**src/rtl/alu_sequencer.sv**
```systemverilog
// Four-state sequencer (IDLE/FETCH/EXEC/DONE) that decodes an opcode, fetches its operand and issues ALU control.
// Optional CB-prefixed decode is built only when ALU_SEQ_CB_EN is defined.
module alu_sequencer (
  input  logic       i_Clk,
  input  logic       i_Reset_n,
  input  logic       i_Enable,
  input  logic       i_Start,
  input  logic [7:0] i_Opcode,
  input  logic       i_CB_Prefix,
  input  logic [7:0] i_Operand,
  input  logic       i_Operand_Valid,
  output logic       o_Busy,
  output logic       o_Done,
  output logic       o_Error,
  output logic       o_Operand_Req,
  output logic [2:0] o_Src_Sel,
  output logic [7:0] o_Opcode,
  output logic [7:0] o_Parameter,
  output logic [1:0] o_Read,
  output logic [1:0] o_Write,
  output logic [5:0] o_Function_Control,
  output logic       o_Save_Flags,
  output logic       o_Dest_Write,
  output logic [2:0] o_Dest_Sel,
  output logic       o_Mem_Write
);

  typedef enum logic [1:0] {IDLE, FETCH, EXEC, DONE} state_t;
  typedef enum logic [1:0] {DST_NONE, DST_A, DST_REG, DST_MEM} dst_t;

  localparam logic [5:0] FC_MAIN  = 6'b000001;
  localparam logic [5:0] FC_INC   = 6'b000010;
  localparam logic [5:0] FC_DEC   = 6'b000110;
  localparam logic [5:0] FC_LOGIC = 6'b001000;
  localparam logic [5:0] FC_ROT   = 6'b011000;
  localparam logic [5:0] FC_MISC  = 6'b100000;

  state_t     state, state_nxt;
  logic       dec_ok, dec_fetch;
  logic [5:0] dec_fc;
  logic [2:0] dec_src, dec_dsel;
  dst_t       dec_dst;

  logic [7:0] opcode_q, param_q;
  logic [5:0] fc_q;
  logic [2:0] src_q, dsel_q;
  dst_t       dst_q;
  logic       err_q;

  // Register code 111 is the accumulator, 110 is memory at (HL).
  function automatic dst_t dst_of(input logic [2:0] code);
    if (code == 3'b111)      return DST_A;
    else if (code == 3'b110) return DST_MEM;
    else                     return DST_REG;
  endfunction

  always_comb begin
    dec_ok    = 1'b0;
    dec_fetch = 1'b1;
    dec_fc    = '0;
    dec_src   = '0;
    dec_dsel  = '0;
    dec_dst   = DST_NONE;
    if (i_CB_Prefix) begin
`ifdef ALU_SEQ_CB_EN
      if (i_Opcode[7:6] == 2'b00) begin
        dec_ok   = 1'b1;
        dec_fc   = FC_LOGIC;
        dec_src  = i_Opcode[2:0];
        dec_dsel = i_Opcode[2:0];
        dec_dst  = dst_of(i_Opcode[2:0]);
      end
`endif
    end else begin
      casez (i_Opcode)
        8'b10??????, 8'b11???110: begin
          dec_ok   = 1'b1;
          dec_fc   = FC_MAIN;
          dec_src  = i_Opcode[6] ? 3'b110 : i_Opcode[2:0];
          dec_dsel = 3'b111;
          dec_dst  = (i_Opcode[5:3] == 3'b111) ? DST_NONE : DST_A;
        end
        8'b00???10?: begin
          dec_ok   = 1'b1;
          dec_fc   = i_Opcode[0] ? FC_DEC : FC_INC;
          dec_src  = i_Opcode[5:3];
          dec_dsel = i_Opcode[5:3];
          dec_dst  = dst_of(i_Opcode[5:3]);
        end
        8'b000??111: begin
          dec_ok   = 1'b1;
          dec_fc   = FC_ROT;
          dec_src  = 3'b111;
          dec_dsel = 3'b111;
          dec_dst  = DST_A;
        end
        8'b001??111: begin
          dec_ok    = 1'b1;
          dec_fetch = 1'b0;
          dec_fc    = FC_MISC;
          dec_src   = 3'b111;
          dec_dsel  = 3'b111;
          dec_dst   = DST_A;
        end
        default: ;
      endcase
    end
  end

  always_ff @(posedge i_Clk or negedge i_Reset_n) begin
    if (!i_Reset_n) state <= IDLE;
    else if (i_Enable) state <= state_nxt;
  end

  always_ff @(posedge i_Clk or negedge i_Reset_n) begin
    if (!i_Reset_n) begin
      opcode_q <= '0;
      param_q  <= '0;
      fc_q     <= '0;
      src_q    <= '0;
      dsel_q   <= '0;
      dst_q    <= DST_NONE;
      err_q    <= 1'b0;
    end else if (i_Enable) begin
      if (state == IDLE && i_Start) begin
        opcode_q <= i_Opcode;
        fc_q     <= dec_ok ? dec_fc : 6'b0;
        src_q    <= dec_ok ? dec_src : 3'b0;
        dsel_q   <= dec_ok ? dec_dsel : 3'b0;
        dst_q    <= dec_ok ? dec_dst : DST_NONE;
        err_q    <= !dec_ok;
      end
      if (state == FETCH && i_Operand_Valid) param_q <= i_Operand;
    end
  end

  always_comb begin
    state_nxt          = state;
    o_Busy             = (state != IDLE);
    o_Done             = 1'b0;
    o_Error            = 1'b0;
    o_Operand_Req      = 1'b0;
    o_Src_Sel          = src_q;
    o_Opcode           = opcode_q;
    o_Parameter        = param_q;
    o_Read             = 2'b00;
    o_Write            = 2'b00;
    o_Function_Control = '0;
    o_Save_Flags       = 1'b0;
    o_Dest_Write       = 1'b0;
    o_Dest_Sel         = '0;
    o_Mem_Write        = 1'b0;
    case (state)
      IDLE: begin
        if (i_Start) begin
          if (!dec_ok)        state_nxt = DONE;
          else if (dec_fetch) state_nxt = FETCH;
          else                state_nxt = EXEC;
        end
      end
      FETCH: begin
        o_Operand_Req = 1'b1;
        if (i_Operand_Valid) state_nxt = EXEC;
      end
      EXEC: begin
        o_Function_Control = fc_q;
        o_Save_Flags       = 1'b1;
        o_Write            = {1'b0, dst_q == DST_A};
        o_Dest_Write       = (dst_q == DST_REG);
        o_Dest_Sel         = (dst_q == DST_REG) ? dsel_q : 3'b0;
        o_Mem_Write        = (dst_q == DST_MEM);
        state_nxt          = DONE;
      end
      DONE: begin
        o_Done    = 1'b1;
        o_Error   = err_q;
        state_nxt = IDLE;
      end
      default: state_nxt = IDLE;
    endcase
  end

endmodule

```
**config.mk**
```make
export PLATFORM = sky130hd
export DESIGN_NAME = alu_sequencer
export DESIGN_NICKNAME = d
export VERILOG_FILES = /design/src/rtl/alu_sequencer.sv
export SDC_FILE = /design/constraint.sdc
export NUM_CORES = 1
export LEC_CHECK = 0
export CAP_MARGIN = 20
export CELL_PAD_IN_SITES_DETAIL_PLACEMENT = 1
export CELL_PAD_IN_SITES_GLOBAL_PLACEMENT = 2
export CORE_UTILIZATION = 28
export CTS_BUF_LIST = sky130_fd_sc_hd__clkbuf_16
export DETAILED_ROUTE_END_ITERATION = 8
export PLACE_DENSITY_LB_ADDON = 0.12
export SLEW_MARGIN = 40
export SYNTH_ARGS = -nofsm -noshare
export SYNTH_HDL_FRONTEND = slang
export SYNTH_SLANG_ARGS = --single-unit
```
**constraint.sdc**
```tcl
create_clock -name i_Clk -period 3.2 [get_ports i_Clk]
set_input_delay 0.32 -clock i_Clk [delete_from_list [all_inputs] [get_ports i_Clk]]
set_output_delay 0.32 -clock i_Clk [all_outputs]
set_load 0.02 [all_outputs]
```
Fig. 1: run 1, I/O nets highlighted
Drawn at 4 px/micron.
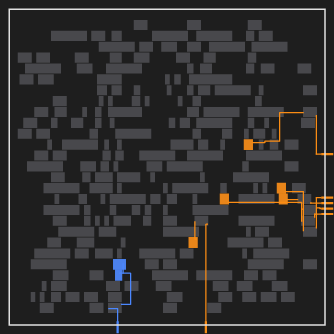
Orange marks o_Function_Control, direction output, end cells 5, buffers 6, wire 117 microns. Blue marks i_Operand_Valid, direction input, end cells 2, buffers 1, wire 21.1 microns.
IO Pins: 61
Port Buffers: 57

Fig. 2: run 1, placement view
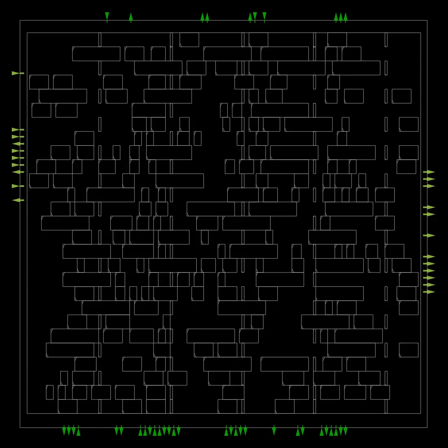
tap cells: 72
Cell Rows: 27

==> reports/qor.txt, run 1 <==
Status -> completed
Clkbuf count -> 5
Gpl congestion -> 0.704
Buf/Inv on CP -> 2
Xor/xnor share -> 0%
H-tree Lvls -> 2
Comb group -> 879 uW
Largest net degree at the start of global routing -> 33
Peak supply drop -> 0.304 mV
Power Density -> 849 nW/um^2
Syn avg cell area -> 10.8 sq um
Post-synth top cells -> dfrtp_1 (32), nand2_1 (21), and2_1 (9), mux2_1 (9), inv_1 (8)
Total Neg Setup Slack -> 0 ns
Flop share of the area -> 32.8%
Synth mux share -> 8.92%
Critical path capture point type -> output port
Minimum clock period -> 2.51 ns
Post-Layout Cell Count -> 285
Clk power -> 544 uW
Setup WS pre-CTS -> 0.964 ns
Final Hold Violating Endpoints -> 0
Combinational share of power -> 42.4%
P_int -> 1350 uW
Die Ht -> 78.5 microns
Yosys top cell by area -> dfrtp_1
Chip Area, Yosys -> 1640 sq um
Adder Share, Synth -> 3.81%
Antenna-violating nets left -> 0
CP max stage delay -> 0.60 ns
Static leakage -> 0.00106 uW
Clock power share -> 26.2%
DIE WIDTH -> 78.5 microns
Slew Limit Fails -> 0
Seq/Total Area, Yosys -> 48.8%
Mi-comb count -> 106
DRC -> 0
Post-synthesis cell area -> 1640 sq um
Top area cell types -> dfrtp_1 (49%), mux2_1 (6.2%), nand2_1 (4.8%)
Worst-path clk slew -> 0.05 ns
Cells in synth_stat.txt -> 152
Synth top cell by count -> dfrtp_1
DIE AREA -> 6170 sq um
Drt total wl -> 4.73 mm
Crit path DRT -> 2.88 ns
TritonCTS clock tree -> done
Inverters, non-clock -> 8
Fig. 3: run 1, sizing map
Drawn at 4 px/micron.
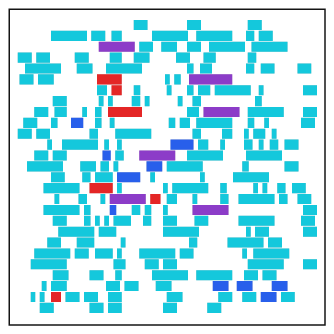
Blue marks _2 cells, cells 10, share 4.7%. Cyan marks _0 and _1 cells, cells 191, share 90%. Red marks _3 and _4 cells, cells 6, share 2.8%. Purple marks _6 and larger, cells 6, share 2.8%.
Non-clock buffers: 59
Setup WS post-layout: 0.685 ns
Synth-to-Final Area Change: 48.9%
Design Area, Final: 2440 sq um

Fig. 4: run 1, cell density map
Drawn at 4 px/micron. 8 x 8 tiles, from dark blue (low) to red (high), 0 to 100% covered.
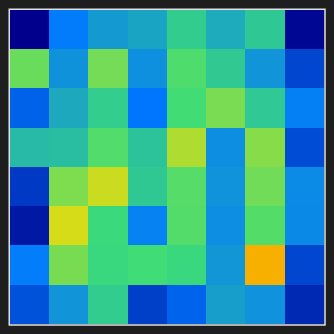
1.6% of the tiles are over 75% full. 3.1% of the tiles are nearly empty. The fullest tile reaches 80%. The mean over all tiles is 38%. The densest ninth of the die: center.
Post-Route Utilization: 43.8%
Core Density at Floorplan: 29.4%
Core ar.: 5570 sq um

==> run 1: worst reg2reg max path, delay by kind of cell (launching register included) <==
kind                       cells  cell delay, ns
AOI/OAI and AO/OA              2            0.49
adders and majority gates      1            0.24
buffers and inverters          2            0.22
DFF                            1            0.41
muxes                          1            0.36
==> run 1: worst paths after layout <==
check                      slack [ns]  cells past startpoint                    endpoint                  from
hold reg to reg                  0.48                      2         fc_q[0]$_DFFE_PN0P_   fc_q[0]$_DFFE_PN0P_
min in group i_Clk               0.48                      2         fc_q[0]$_DFFE_PN0P_   fc_q[0]$_DFFE_PN0P_
setup / recovery                 0.69                      5               o_Dest_Sel[1]  state[0]$_DFFE_PN0P_
hold / removal                   0.44                      2  o_Parameter[3]$_DFFE_PN0P_             i_Reset_n
max in group asynchronous        2.44                      2        dst_q[0]$_DFFE_PN0P_             i_Reset_n
setup reg to reg                 1.40                      6        state[1]$_DFFE_PN0P_  state[1]$_DFFE_PN0P_
==> run 1: flip-flops by register name, indices dropped and copies added, names as in the netlist <==
signal       cells
dsel_q           3
dst_q            2
o_Src_Sel        3
o_Opcode         8
o_Parameter      8
fc_q             5
err_q            1
state            2
==> run 1: cell usage in the layout (no fill, tap or decap), types with 3 or more instances in the layout <==
cell type / count
ha_1: 5
o21ai_1: 5
clkbuf_16: 5
mux2_1: 9
clkdlybuf4s50_1: 57
and3_1: 3
o31ai_1: 3
and2_1: 9
inv_1: 8
nand2_1: 21
a22o_1: 5
nand3_1: 7
nand4_1: 3
dfrtp_1: 32
nor2_1: 5
conb_1: 3
mux2_2: 4
==> run 1: layer usage <==
| metal | routed length (microns) | track usage [%] |
|---|---|---|
| met1 | 2000 | 20.4 |
| met2 | 2530 | 30.1 |
| met3 | 148 | 4.19 |
| met4 | 53 | 4.44 |
| met5 | 0 | 0 |
Fig. 5: run 1, metal 1
Drawn at 8 px/micron. Supply wires on this layer in gray.
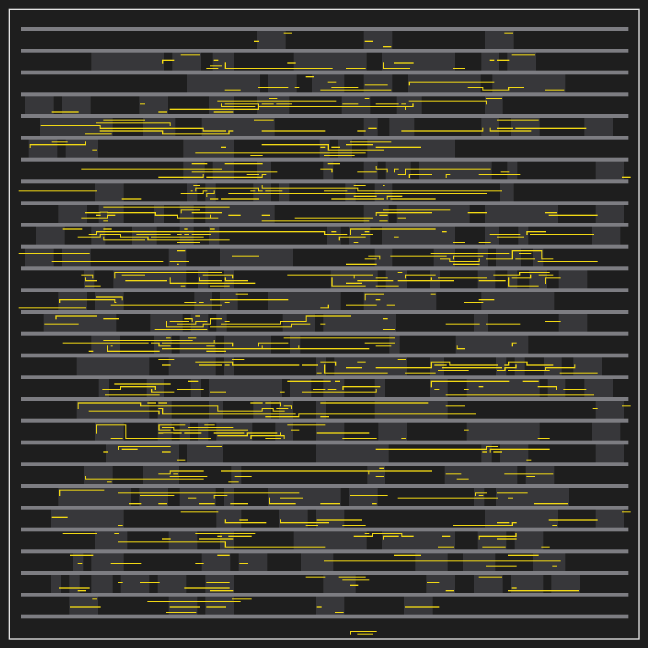

==> run 2, diff against run 1 <==
--- a/config.mk
+++ b/config.mk
@@ -8,7 +8,7 @@
 export CAP_MARGIN = 20
 export CELL_PAD_IN_SITES_DETAIL_PLACEMENT = 1
 export CELL_PAD_IN_SITES_GLOBAL_PLACEMENT = 2
-export CORE_UTILIZATION = 28
+export CORE_UTILIZATION = 24
 export CTS_BUF_LIST = sky130_fd_sc_hd__clkbuf_16
 export DETAILED_ROUTE_END_ITERATION = 8
 export PLACE_DENSITY_LB_ADDON = 0.12
==> constraint.sdc (replaced) <==
create_clock -name i_Clk -period 2.2 [get_ports i_Clk]
set_input_delay 0.22 -clock i_Clk [delete_from_list [all_inputs] [get_ports i_Clk]]
set_output_delay 0.22 -clock i_Clk [all_outputs]
set_load 0.02 [all_outputs]
Fig. 6: run 2, metal 1
Drawn at 6 px/micron. Supply wires on this layer in gray.
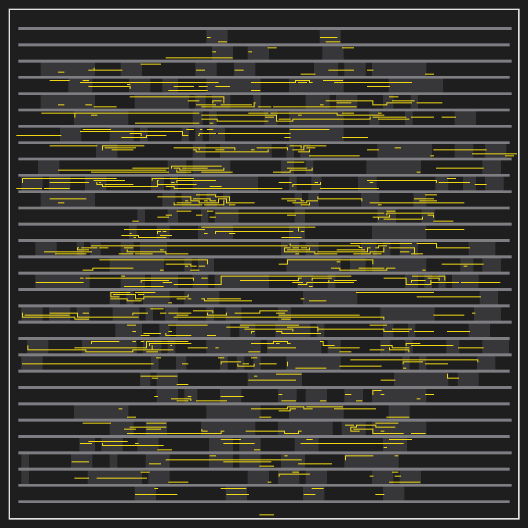
The longest straight run is 35.0 microns. The layer carries 2090 microns of wire. The wires run mostly horizontal.
M1 GR Usage: 18.1%
routed vias: 1358
drt total wl: 4.53 mm

==> run 2 against run 1 <==
  * The flow now finishes with violations (design-rule violations)
  * Clock skew is 0.0015 ns lower
  * Clock-buffer cell count stayed put
  * Clock power is 42% higher
  * Die area is 16% higher
  * Routed wire length is 4.3% lower
  * Setup slack worse by 0.53 ns
  * Sequential power is 45% higher
  * Power is 44% higher
  * Synthesized cell count stayed put
  * Utilization is 5.6 points lower
  * Critical path depth is 1 lower
  * Critical path type unchanged
  * Critical endpoint is now o_Save_Flags
==> reports/qor.txt, run 2 <==
Synth-to-Final Area Change -> 50.4%
Peak supply drop -> 0.465 mV
Worst-path clk slew -> 0.05 ns
Die Ht -> 84.7 microns
Antenna-violating nets left -> 0
DIE AREA -> 7170 sq um
Post-synth top cells -> dfrtp_1 (32), nand2_1 (21), and2_1 (9), mux2_1 (9), inv_1 (8)
Met2 usage -> 22.6%
H-tree Lvls -> 2
Total Neg Setup Slack -> 0 ns
Core Density at Floorplan -> 25.4%
Seq/Total Area, Yosys -> 48.8%
Met3 WL post-DR -> 176 microns
Adder Share, Synth -> 3.81%
CP max stage delay -> 0.60 ns
Crit path DRT -> 1.98 ns
Status -> finished with violations
Xor/xnor share -> 0%
Design Area, Final -> 2470 sq um
Failing checks -> design-rule violations
P_int -> 1970 uW
Uppermost routed layer -> met4
Clock power share -> 25.8%
Setup WS pre-CTS -> 0.233 ns
IO Pins -> 61
DRC -> 3
Met1 wire length -> 2.09 mm
Dominant logic cell types in the final layout -> clkdlybuf4s50_1 (45), dfrtp_1 (32), nand2_1 (21)
Synth top cell by count -> dfrtp_1
Port Buffers -> 57
Setup WS post-layout -> 0.151 ns
Chip Area, Yosys -> 1640 sq um
Power Density -> 1210 nW/um^2
Final Hold Violating Endpoints -> 0
Cell Rows -> 29
Buf/Inv on CP -> 3
Fig. 7: run 2, placement view
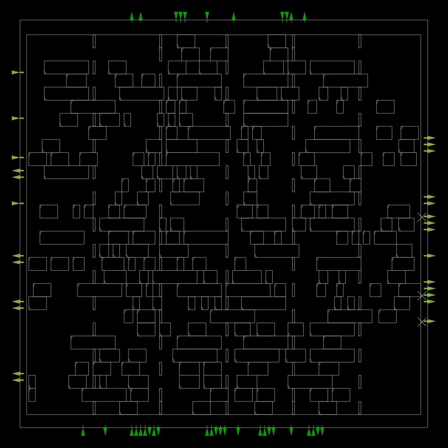
Post-Layout Cell Count: 293
filler cell count: 736

==> run 2: path summary, 6_finish.rpt <==
kind	startpoint	end	slack [ns]	depth (start not counted)
worst min register to register	fc_q[4]$_DFFE_PN0P_	fc_q[4]$_DFFE_PN0P_	0.47	2
min in group i_Clk	fc_q[4]$_DFFE_PN0P_	fc_q[4]$_DFFE_PN0P_	0.47	2
worst min-delay path	i_Reset_n	state[1]$_DFFE_PN0P_	0.35	2
worst max-delay path	state[0]$_DFFE_PN0P_	o_Save_Flags	0.15	4
worst max register to register	state[1]$_DFFE_PN0P_	state[1]$_DFFE_PN0P_	0.45	6
max in group asynchronous	i_Reset_n	fc_q[1]$_DFFE_PN0P_	1.55	2
==> run 2: kinds of logic after synthesis <==
family,after synthesis
other cells,1
compound gates,31
simple gates,54
buf+inv,16
mux,13
flops,32
fa+ha+maj,5
==> run 2: power groups by stage <==
stage | Combinational [uW] | Sequential (uW) | Clock (uW)
2_1_floorplan | 490 | 1130 | 0
3_3_place_gp | 1280 | 939 | 0
3_5_place_dp | 1300 | 959 | 0
4_1_cts | 1300 | 948 | 801
5_1_grt | 1390 | 984 | 817
6_report | 1280 | 942 | 774
==> run 2: cell type report <==
| class | instances | area [sq um] | share of cell area [%] |
|---|---|---|---|
| clock inverter | 3 | 38.8 | 1.57 |
| sequential | 32 | 801 | 32.5 |
| clock buffer | 5 | 125 | 5.07 |
| multi-input combinational | 106 | 768 | 31.1 |
| tap | 77 | 96.3 | 3.90 |
| inverter | 8 | 30.0 | 1.22 |
| timing repair buffer | 62 | 608 | 24.6 |
==> run 2: worst register-to-register path, stage by stage (launching register included) <==
cell	delay (ns)
dfrtp_1	0.40
inv_1	0.13
ha_1	0.23
inv_1	0.08
o221ai_1	0.33
mux2_1	0.37
a31oi_1	0.14
Power figures rest on the tool's default switching activity, not on a simulated workload.
